**Run 1: register map, names as in the netlist**

The bar under the picture is 20 um long.
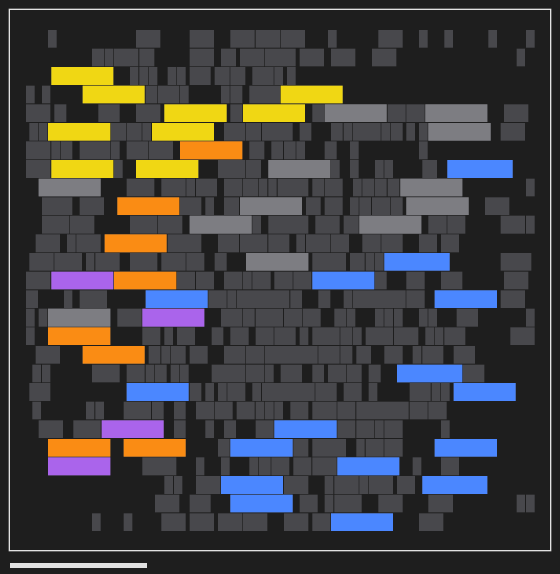
**Run 1: cell placement**

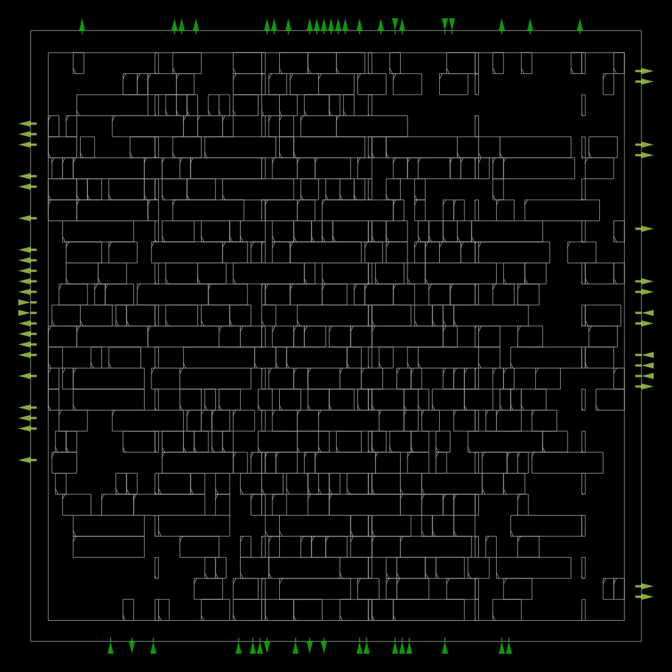
**Run 1: cell sizes after repair**

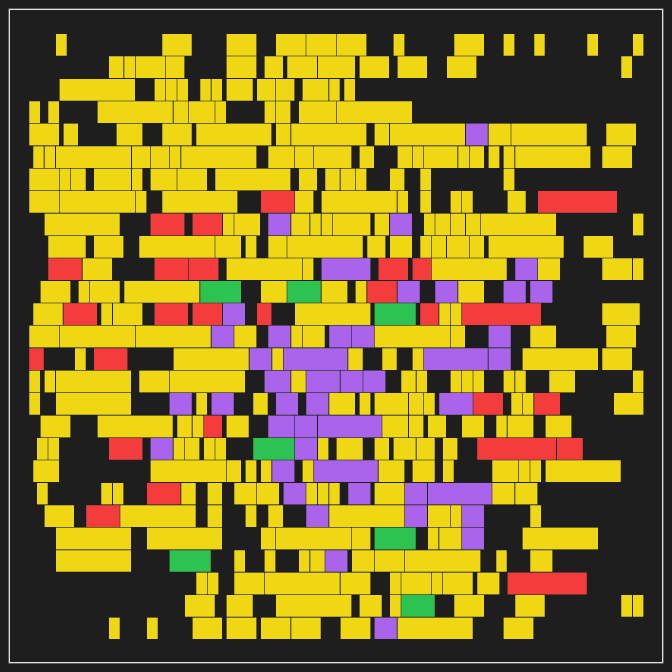
==> config.mk <==
export PLATFORM = sky130hd
export DESIGN_NAME = hit_memory_readout
export DESIGN_NICKNAME = d
export VERILOG_FILES = /design/src/rtl/hit_memory_pkg.sv /design/src/rtl/lowest_set_bit_encoder.sv /design/src/rtl/hit_memory_readout.sv
export SDC_FILE = /design/constraint.sdc
export NUM_CORES = 1
export LEC_CHECK = 0
export CAP_MARGIN = 20
export CORE_MARGIN = 2
export CORE_UTILIZATION = 48
export CTS_CLUSTER_SIZE = 24
export DETAILED_ROUTE_END_ITERATION = 10
export PLACE_DENSITY = 0.8
export RECOVER_POWER = 100
export SLEW_MARGIN = 20
export SYNTH_ARGS = -nofsm -noshare
export SYNTH_HDL_FRONTEND = slang
export SYNTH_SLANG_ARGS = --single-unit
==> constraint.sdc <==
create_clock -name clock -period 2.9 [get_ports clock]
set_clock_uncertainty 0.05 [all_clocks]
set_input_delay 0.58 -clock clock [delete_from_list [all_inputs] [get_ports clock]]
set_output_delay 0.58 -clock clock [all_outputs]
set_load 0.005 [all_outputs]
==> src/rtl/hit_memory_pkg.sv <==
// Shared parameters, FSM encoding and hit payload for the hit memory readout block.
package hit_memory_pkg;

    localparam int unsigned WORDLENGTH   = 16;
    localparam int unsigned ROWINDEXBITS = 4;
    localparam int unsigned COLINDEXBITS = 4;
    localparam int unsigned COUNTBITS    = 2;
    localparam int unsigned MEMNROWS_HNM = 2 ** ROWINDEXBITS;
    localparam int unsigned ADDRBITS     = ROWINDEXBITS + COLINDEXBITS;
    localparam int unsigned HITSBITS     = ADDRBITS + 1;

    typedef enum logic [2:0] {
        IDLE,
        ROW_REQ,
        ROW_WAIT,
        SCAN,
        CNT_WAIT,
        EMIT,
        FINISH
    } state_t;

    typedef struct packed {
        logic [ADDRBITS-1:0]  addr;
        logic [COUNTBITS-1:0] count;
    } hit_t;

endpackage

==> src/rtl/lowest_set_bit_encoder.sv <==
// Combinational priority encoder: reports whether any bit is set and the index of the lowest one.
module lowest_set_bit_encoder
    import hit_memory_pkg::*;
(
    input  logic [WORDLENGTH-1:0]   vec,
    output logic                    found,
    output logic [COLINDEXBITS-1:0] index
);

    // Descending walk so the lowest set bit is the last one to win.
    always_comb begin
        found = |vec;
        index = '0;
        for (int i = int'(WORDLENGTH) - 1; i >= 0; i--) begin
            if (vec[i]) begin
                index = COLINDEXBITS'(i);
            end
        end
    end

endmodule

==> src/rtl/hit_memory_readout.sv <==
// Walks the hits-new memory row by row, emits {address,count} for every set bit in ascending
// order on a valid/ready stream, and clears each HNM row and HCM entry once it has been served.
module hit_memory_readout
    import hit_memory_pkg::*;
(
    input  logic                    clock,
    input  logic                    resetN,
    input  logic                    startReadout,
    input  logic                    storageIdle,
    output logic [ROWINDEXBITS-1:0] hnmAddr,
    output logic                    hnmWe,
    output logic [WORDLENGTH-1:0]   hnmDin,
    input  logic [WORDLENGTH-1:0]   hnmDout,
    output logic [ADDRBITS-1:0]     hcmAddr,
    output logic                    hcmWe,
    output logic [COUNTBITS-1:0]    hcmDin,
    input  logic [COUNTBITS-1:0]    hcmDout,
    output logic                    hitValid,
    input  logic                    hitReady,
    output logic [ADDRBITS-1:0]     hitAddress,
    output logic [COUNTBITS-1:0]    hitCount,
    output logic                    busy,
    output logic                    done,
    output logic [HITSBITS-1:0]     hitsFound
);

    localparam logic [ROWINDEXBITS-1:0] LAST_ROW = ROWINDEXBITS'(MEMNROWS_HNM - 1);

    state_t                  state_q, state_d;
    logic [ROWINDEXBITS-1:0] row_q, row_d;
    logic [COLINDEXBITS-1:0] col_q, col_d;
    logic [WORDLENGTH-1:0]   row_buf_q, row_buf_d;
    hit_t                    hit_q, hit_d;
    logic                    hit_valid_q, hit_valid_d;
    logic [HITSBITS-1:0]     hits_found_q, hits_found_d;
    logic                    busy_q, busy_d;
    logic                    done_q, done_d;

    logic [ROWINDEXBITS-1:0] hnm_addr_c;
    logic                    hnm_we_c;
    logic [ADDRBITS-1:0]     hcm_addr_c;
    logic                    hcm_we_c;

    logic                    lsb_found;
    logic [COLINDEXBITS-1:0] lsb_index;

    lowest_set_bit_encoder u_lsb (
        .vec   (row_buf_q),
        .found (lsb_found),
        .index (lsb_index)
    );

    always_ff @(posedge clock or negedge resetN) begin
        if (!resetN) begin
            state_q      <= IDLE;
            row_q        <= '0;
            col_q        <= '0;
            row_buf_q    <= '0;
            hit_q        <= '0;
            hit_valid_q  <= 1'b0;
            hits_found_q <= '0;
            busy_q       <= 1'b0;
            done_q       <= 1'b0;
        end else begin
            state_q      <= state_d;
            row_q        <= row_d;
            col_q        <= col_d;
            row_buf_q    <= row_buf_d;
            hit_q        <= hit_d;
            hit_valid_q  <= hit_valid_d;
            hits_found_q <= hits_found_d;
            busy_q       <= busy_d;
            done_q       <= done_d;
        end
    end

    // RAM port-A controls are decoded straight from state so the 1-cycle read latency lines up.
    always_comb begin
        state_d      = state_q;
        row_d        = row_q;
        col_d        = col_q;
        row_buf_d    = row_buf_q;
        hit_d        = hit_q;
        hit_valid_d  = hit_valid_q;
        hits_found_d = hits_found_q;
        done_d       = 1'b0;
        hnm_addr_c   = '0;
        hnm_we_c     = 1'b0;
        hcm_addr_c   = '0;
        hcm_we_c     = 1'b0;

        unique case (state_q)
            IDLE: begin
                if (startReadout && storageIdle) begin
                    row_d        = '0;
                    hits_found_d = '0;
                    state_d      = ROW_REQ;
                end
            end
            ROW_REQ: begin
                hnm_addr_c = row_q;
                state_d    = ROW_WAIT;
            end
            ROW_WAIT: begin
                row_buf_d = hnmDout;
                state_d   = SCAN;
            end
            SCAN: begin
                if (!lsb_found) begin
                    // Row fully served: clear it, then move on or finish.
                    hnm_addr_c = row_q;
                    hnm_we_c   = 1'b1;
                    if (row_q == LAST_ROW) begin
                        state_d = FINISH;
                    end else begin
                        row_d   = row_q + ROWINDEXBITS'(1);
                        state_d = ROW_REQ;
                    end
                end else begin
                    hcm_addr_c = {row_q, lsb_index};
                    col_d      = lsb_index;
                    row_buf_d  = row_buf_q & ~(WORDLENGTH'(1) << lsb_index);
                    state_d    = CNT_WAIT;
                end
            end
            CNT_WAIT: begin
                hit_d.addr  = {row_q, col_q};
                hit_d.count = hcmDout;
                hit_valid_d = 1'b1;
                state_d     = EMIT;
            end
            EMIT: begin
                if (hitReady) begin
                    hit_valid_d  = 1'b0;
                    hcm_addr_c   = hit_q.addr;
                    hcm_we_c     = 1'b1;
                    hits_found_d = hits_found_q + HITSBITS'(1);
                    state_d      = SCAN;
                end
            end
            FINISH: begin
                done_d  = 1'b1;
                state_d = IDLE;
            end
            default: begin
                state_d = IDLE;
            end
        endcase

        busy_d = (state_d != IDLE);
    end

    assign hnmAddr    = hnm_addr_c;
    assign hnmWe      = hnm_we_c;
    assign hnmDin     = '0;
    assign hcmAddr    = hcm_addr_c;
    assign hcmWe      = hcm_we_c;
    assign hcmDin     = '0;
    assign hitValid   = hit_valid_q;
    assign hitAddress = hit_q.addr;
    assign hitCount   = hit_q.count;
    assign busy       = busy_q;
    assign done       = done_q;
    assign hitsFound  = hits_found_q;

endmodule
==> qor.yml, run 1 <==
grt_use_met2: 0.3780
placed_cell_area_um2: 3426
met3_wirelength_um: 535
htree_levels: 2
p_leak_nw: 1.735
powerDensity_nw_per_um2: 969.6
clock_tree.buffer_depth: 2
worstRegToRegCells: 10
grt_use_total: 0.2346
postSynthCellCount: 293
r2r-start: "row_buf_q[11]$_DFFE_PN0P_"
topRoutingLayerUsed: "met4"
core_area_um2: 5473
final.min_clock_period_ns: 2.884
setup_viol: 0
clk_pin_slew_worst_paths_ns: 0.09
met2_length_um: 3284
inverters_excl_clock: 7
clock_power_mw: 0.399
gr-usage-met3: 0.04318
edf_count: 0
antenna_found_initial: 0
ys_seq_frac: 0.4539
vias: 2488
avgSynthCellArea_um2: 9.220
io_pins: 77
mux_area_frac: 0.04169
drt_iter0_drc: 235
top_area_frac: 0.4539
warnings: 27
cp_cell_sequence: "buf_4 > nor4_4 > nand4_4 > a21oi_4 > and2_1 > clkdlybuf4s50_1"
relSlewSlack: 0.2036
area_leaders: "dfrtp_1, nand2_1, buf_4"
fp.dieW_um: 79.02
grt_pass1_wl_um: 11560
grt_pass1_vias: 2383
cts_root_buffer: "clkbuf_8"
synth_async_sr_flop_share: 1.000
drv_slew: 0
rsz0062_at_grt: "true"
logic_gates: 224
xor_share: 0.02594
wl_met1_um: 3006
cp.arrival_ns: 2.25
fp-utilization: 0.4936
logic_area_um2: 1393
r2r_slack_ns: 0.47
worst-setup-path-type: "reg -> out"
final_nets: 408
total_power_mw: 3.577
largest_reg_flops: 16
grt.met1_usage: 0.3281
drc: 0
worst_path_dominant_cell_family: "simple AND/OR/NAND/NOR gates"
die_h_um: 79.02
io_buffers: 58
gp_congestion: 0.9089
p_sw_mw: 1.489
synth_flops: 49
endpoint: "hnmAddr[3]"
path_depth: 6
p_int_mw: 2.088
r2r_end: "row_q[2]$_DFFE_PN0P_"
combAreaFraction: 0.3775
clock_buffers: 6
clkPwrFrac: 0.111
status: "finished clean"
maxCapViolCount: 0
comb_power_mw: 1.93
end_kind: "output pin"
-- 'register map, names as in the netlist' (at the start) --
Key: blue = row_buf_q [flops 16]; orange = hitAddress [flops 8]; yellow = hitsFound [flops 9]; purple = col_q [flops 4]
sequential cell power: 1.25 mW
Seq area share: 0.3338

-- 'cell placement' (at the start) --
Seq Cell Count: 49
FP Rows: 27
Final Non-Filler Cells: 456
Final Util: 0.6740
n_taps: 72

-- 'cell sizes after repair' (at the start) --
Key: purple = _3 and _4 cells [cells 45, share 12%]; green = _6 and larger [cells 7, share 1.8%]; red = _2 cells [cells 27, share 7.0%]; yellow = _0 and _1 cells [cells 305, share 79%]
number of non-clock buffers in the layout: 96
area grow syn2layout: 36.54%
fin worst setup slack: 0.01611 ns
final instance area: 3689 um^2

## Run 2: what changed since run 1
--- a/config.mk
+++ b/config.mk
@@ -8,8 +8,10 @@
 export CAP_MARGIN = 20
 export CORE_MARGIN = 2
 export CORE_UTILIZATION = 48
+export CTS_BUF_LIST = sky130_fd_sc_hd__clkbuf_4 sky130_fd_sc_hd__clkbuf_8 sky130_fd_sc_hd__clkbuf_16
 export CTS_CLUSTER_SIZE = 24
 export DETAILED_ROUTE_END_ITERATION = 10
+export GPL_TIMING_DRIVEN = 0
 export PLACE_DENSITY = 0.8
 export RECOVER_POWER = 100
 export SLEW_MARGIN = 20
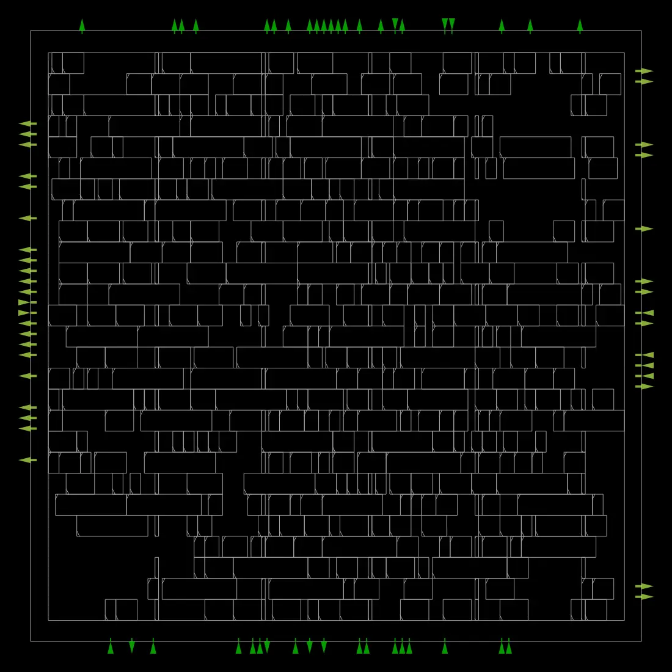
**Above:** run 2 (cell placement).
Fillers: 420
Core Region: 5473 um^2
Final Util: 0.7014
Final Non-Filler Cells: 470
Seq area share: 0.3237

==> run 2 against run 1 <==
The run now ends with negative setup slack left. Power rose by 3.0%. Flip-flop count did not move. Clock power rose by 8.3%. Register-to-register slack improved by 0.11 ns. Clock-buffer cell count fell by 1. Utilization rose by 2.7 points. Maximum frequency fell by 0.89%. Largest cell class unchanged. Highest routed layer unchanged.
==> qor.yml, run 2 <==
p_leak_nw: 1.829  # +5.4%
clock_buffers: 5  # -1
rows: 27  # unchanged
cp.arrival_ns: 2.28  # +0.03 ns
synth_async_sr_flop_share: 1.000  # unchanged
seq_power_share: 0.343
grt_use_met2: 0.3932  # +0.01525
drt_iter0_drc: 189  # -20%
warnings: 27  # unchanged
grt_pass1_vias: 2455  # +3.0%
rsz0062_at_grt: "true"
combAreaFraction: 0.3670  # -0.01053
comb_power_mw: 1.99  # +3%
io_buffers: 58  # unchanged
r2r_end: "row_buf_q[7]$_DFFE_PN0P_"
htree_levels: 2  # unchanged
p_int_mw: 2.135  # +2.3%
area_growth_pct: 42.10
logic_area_um2: 1409  # +1.2%
worst_path_dominant_cell_family: "buffers and inverters"
worst-setup-path-type: "reg -> out"
status: "finished with violations"
end_kind: "output pin"
fp-utilization: 0.4936  # unchanged
xor_share: 0.02594  # unchanged
logic_gates: 224  # unchanged
endpoint: "hnmWe"
biggestCellCategory: "multi-input combinational cells"
worst_slack_ns: -0.009808  # -0.02592 ns
violations: "negative setup slack"
final_nets: 422  # +3.4%
placed_cell_area_um2: 3451  # +0.73%
relSlewSlack: 0.01204  # -0.1915
io_pins: 77  # unchanged
met2_length_um: 3526  # +7.4%
drv_slew: 0  # unchanged
taps: 72  # unchanged
clock_tree.buffer_depth: 2  # unchanged
r2r_slack_ns: 0.58  # +0.11 ns
flops: 49  # unchanged
grt_use_total: 0.2393  # +0.004754
cts_setup_buffers: 21
cp_cell_sequence: "nor4_4 > nand4_2 > buf_4 > buf_4 > nor2_2 > clkdlybuf4s50_1"
seq_power_mw: 1.26  # about the same
gr-usage-met3: 0.05227  # +0.009091
drc: 0  # unchanged
wl_met1_um: 3056  # +1.7%
topRoutingLayerUsed: "met4"
powerDensity_nw_per_um2: 959.8  # -1.0%
synth_flops: 49  # unchanged
avgSynthCellArea_um2: 9.220  # unchanged
clock_power_mw: 0.432  # +8.3%
met3_wirelength_um: 538  # +0.56%
gp_congestion: 0.8557  # -5.9%
final_area_um2: 3839  # +4.1%
p_sw_mw: 1.549  # +4.1%
clk_pin_slew_worst_paths_ns: 0.10  # about the same
die_h_um: 79.02  # unchanged
worstRegToRegCells: 8  # -2
total_power_mw: 3.684  # +3.0%
inverters_excl_clock: 7  # unchanged
setup_viol: 1  # +1
buffers: 110  # +15%
mux_area_frac: 0.04169  # unchanged
cts_root_buffer: "clkbuf_8"
hold_viol: 0
fp.dieW_um: 79.02  # unchanged
area_leaders: "dfrtp_1, nand2_1, buf_4"
maxCapViolCount: 0  # unchanged
## Run 3: what changed since run 2
--- a/config.mk
+++ b/config.mk
@@ -14,6 +14,7 @@
 export GPL_TIMING_DRIVEN = 0
 export PLACE_DENSITY = 0.8
 export RECOVER_POWER = 100
+export REMOVE_ABC_BUFFERS = 1
 export SLEW_MARGIN = 20
 export SYNTH_ARGS = -nofsm -noshare
 export SYNTH_HDL_FRONTEND = slang
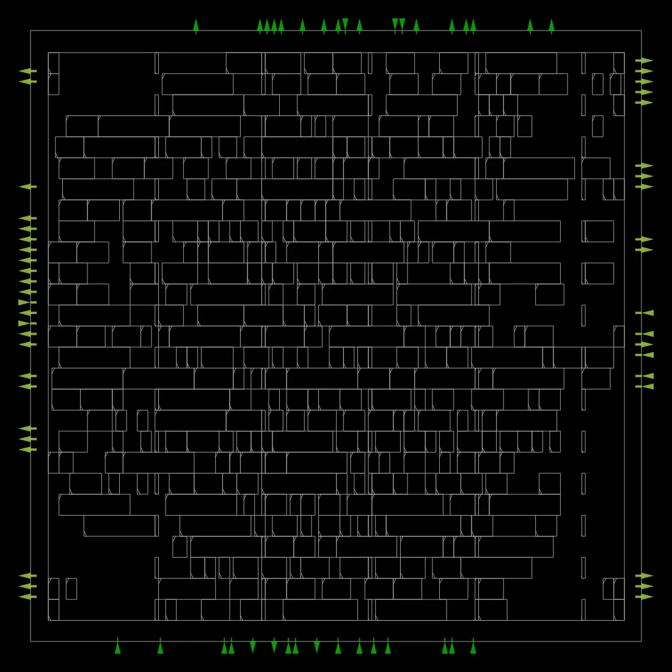
**Above:** run 3 (cell placement).
Final Util: 0.6744
Fillers: 454

==> run 3 against run 2 <==
The run now ends clean. Area after synthesis unchanged. Worst setup slack gained 0.025 ns. Flip-flop count is the same. Non-clock buffer count decreased by 19. Clock power is 4.6% lower. Largest cell class unchanged. Largest power group unchanged. Highest routed layer unchanged.
==> qor.yml, run 3 <==
xor_share: 0.02594  # unchanged
area_leaders: "dfrtp_1, nand2_1, buf_4"
critPathLaunch: "row_buf_q[14]$_DFFE_PN0P_"
logic_area_um2: 1416  # +0.53%
grt.met1_usage: 0.2937
cp.arrival_ns: 2.25  # -0.03 ns
total_power_mw: 3.578  # -2.9%
timing.hold.ws_ns: 0.3820
clock_buffers: 6  # +1
comb_power_mw: 1.84  # -8%
area_growth_pct: 36.64
p_int_mw: 2.046  # -4.2%
topRoutingLayerUsed: "met4"
gr-usage-met3: 0.06591  # +0.01364
final.setup.tns_ns: 0
met2_length_um: 3465  # -1.7%
htree_levels: 2  # unchanged
combAreaFraction: 0.3837  # +0.01672
viasPerCell: 5.663
synth_flops: 49  # unchanged
maxCapViolCount: 0  # unchanged
r2r-start: "row_buf_q[5]$_DFFE_PN0P_"
biggestCellCategory: "multi-input combinational cells"
sh_seq_area: 0.3342  # +0.01057
seq_power_share: 0.370  # +0.027
io_buffers: 58  # unchanged
worst_slack_ns: 0.01533  # +0.02514 ns
placed_cell_area_um2: 3262  # -5.5%
logic_gates: 224  # unchanged
avgSynthCellArea_um2: 9.220  # unchanged
fp.dieW_um: 79.02  # unchanged
pre_cts_ws_ns: -0.4832
relSlewSlack: 0.2901  # +0.2780
antenna_found_initial: 0
gp_congestion: 0.8321  # -2.8%
grt_use_total: 0.2286  # -0.01074
final_cell_count_no_fill: 451  # -4.0%
flops: 49  # unchanged
rows: 27  # unchanged
wl_met1_um: 2947  # -3.6%
cts_root_buffer: "clkbuf_8"
io_pins: 77  # unchanged
final_nets: 403  # -4.5%
cp_cell_sequence: "nand2b_4 > a221o_1 > a2111o_1 > a21o_4 > or2_4 > nand2_2 > buf_2"
drt_pass1_iterations: 7
grt_use_met2: 0.3619  # -0.03136
worst_path_dominant_cell_family: "AND-OR/OR-AND gates"
warnings: 25  # -7.4%
status: "finished clean"
cts_setup_buffers: 19  # -9.5%
grt_pass1_vias: 2352  # -4.2%
end_kind: "output pin"
drv_slew: 0  # unchanged
final_area_um2: 3691  # -3.8%
r2r_end: "row_buf_q[12]$_DFFE_PN0P_"
core_area_um2: 5473  # unchanged
taps: 72  # unchanged
drt_iter0_drc: 211  # +12%
mux_area_frac: 0.04169  # unchanged
busiest_layer: "met2"
drive_above_1_share: 0.2190
p_sw_mw: 1.532  # -1.1%
r2r_slack_ns: 0.26  # -0.32 ns
fp-utilization: 0.4936  # unchanged
clock_tree.buffer_depth: 2  # unchanged
inverters_excl_clock: 7  # unchanged
drc: 0  # unchanged
cts_resized: 29
met3_wirelength_um: 553  # +2.8%
clk_pin_slew_worst_paths_ns: 0.10  # about the same
ys_area_um2: 2701
wl_per_cell_um: 15.95
setup_viol: 0  # -1
worst-setup-path-type: "reg -> out"
seq_power_mw: 1.32  # +5%
endpoint: "hcmAddr[0]"
buffers: 91  # -17%
hold_viol: 0  # unchanged
worstRegToRegCells: 10  # +2
synth_async_sr_flop_share: 1.000  # unchanged
yosysTopAreaCell: "dfrtp_1"
powerDensity_nw_per_um2: 969.4  # +1.0%
p_leak_nw: 1.835  # +0.36%
worstPathMaxFanout: 2
clock_power_mw: 0.412  # -4.6%
die_h_um: 79.02  # unchanged

==> screenshots <==
Clock network drawn from the DEF.
The bar under the picture is 20 um long.
image #1
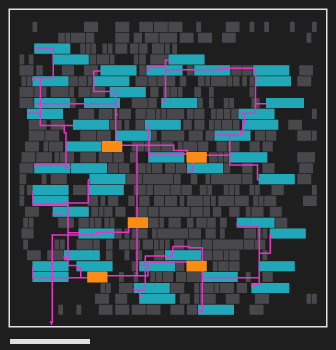
image #2
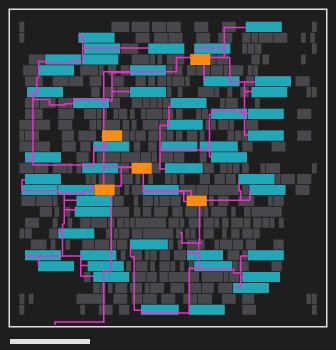
image #3
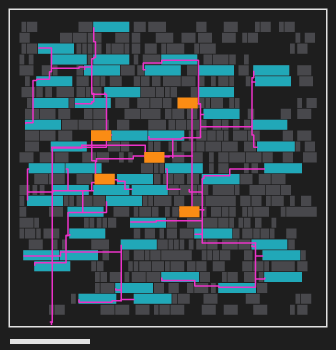
Run 1 is image #1.
Run 2 is image #3.
Run 3 is image #2.

Key to image #1:
Key: magenta = clock wires [length 538 um]; cyan = flip-flops [count 49]; orange = clock drivers [count 5]
There are 6 routed clock nets.

Power figures rest on the tool's default switching activity, not on a simulated workload.
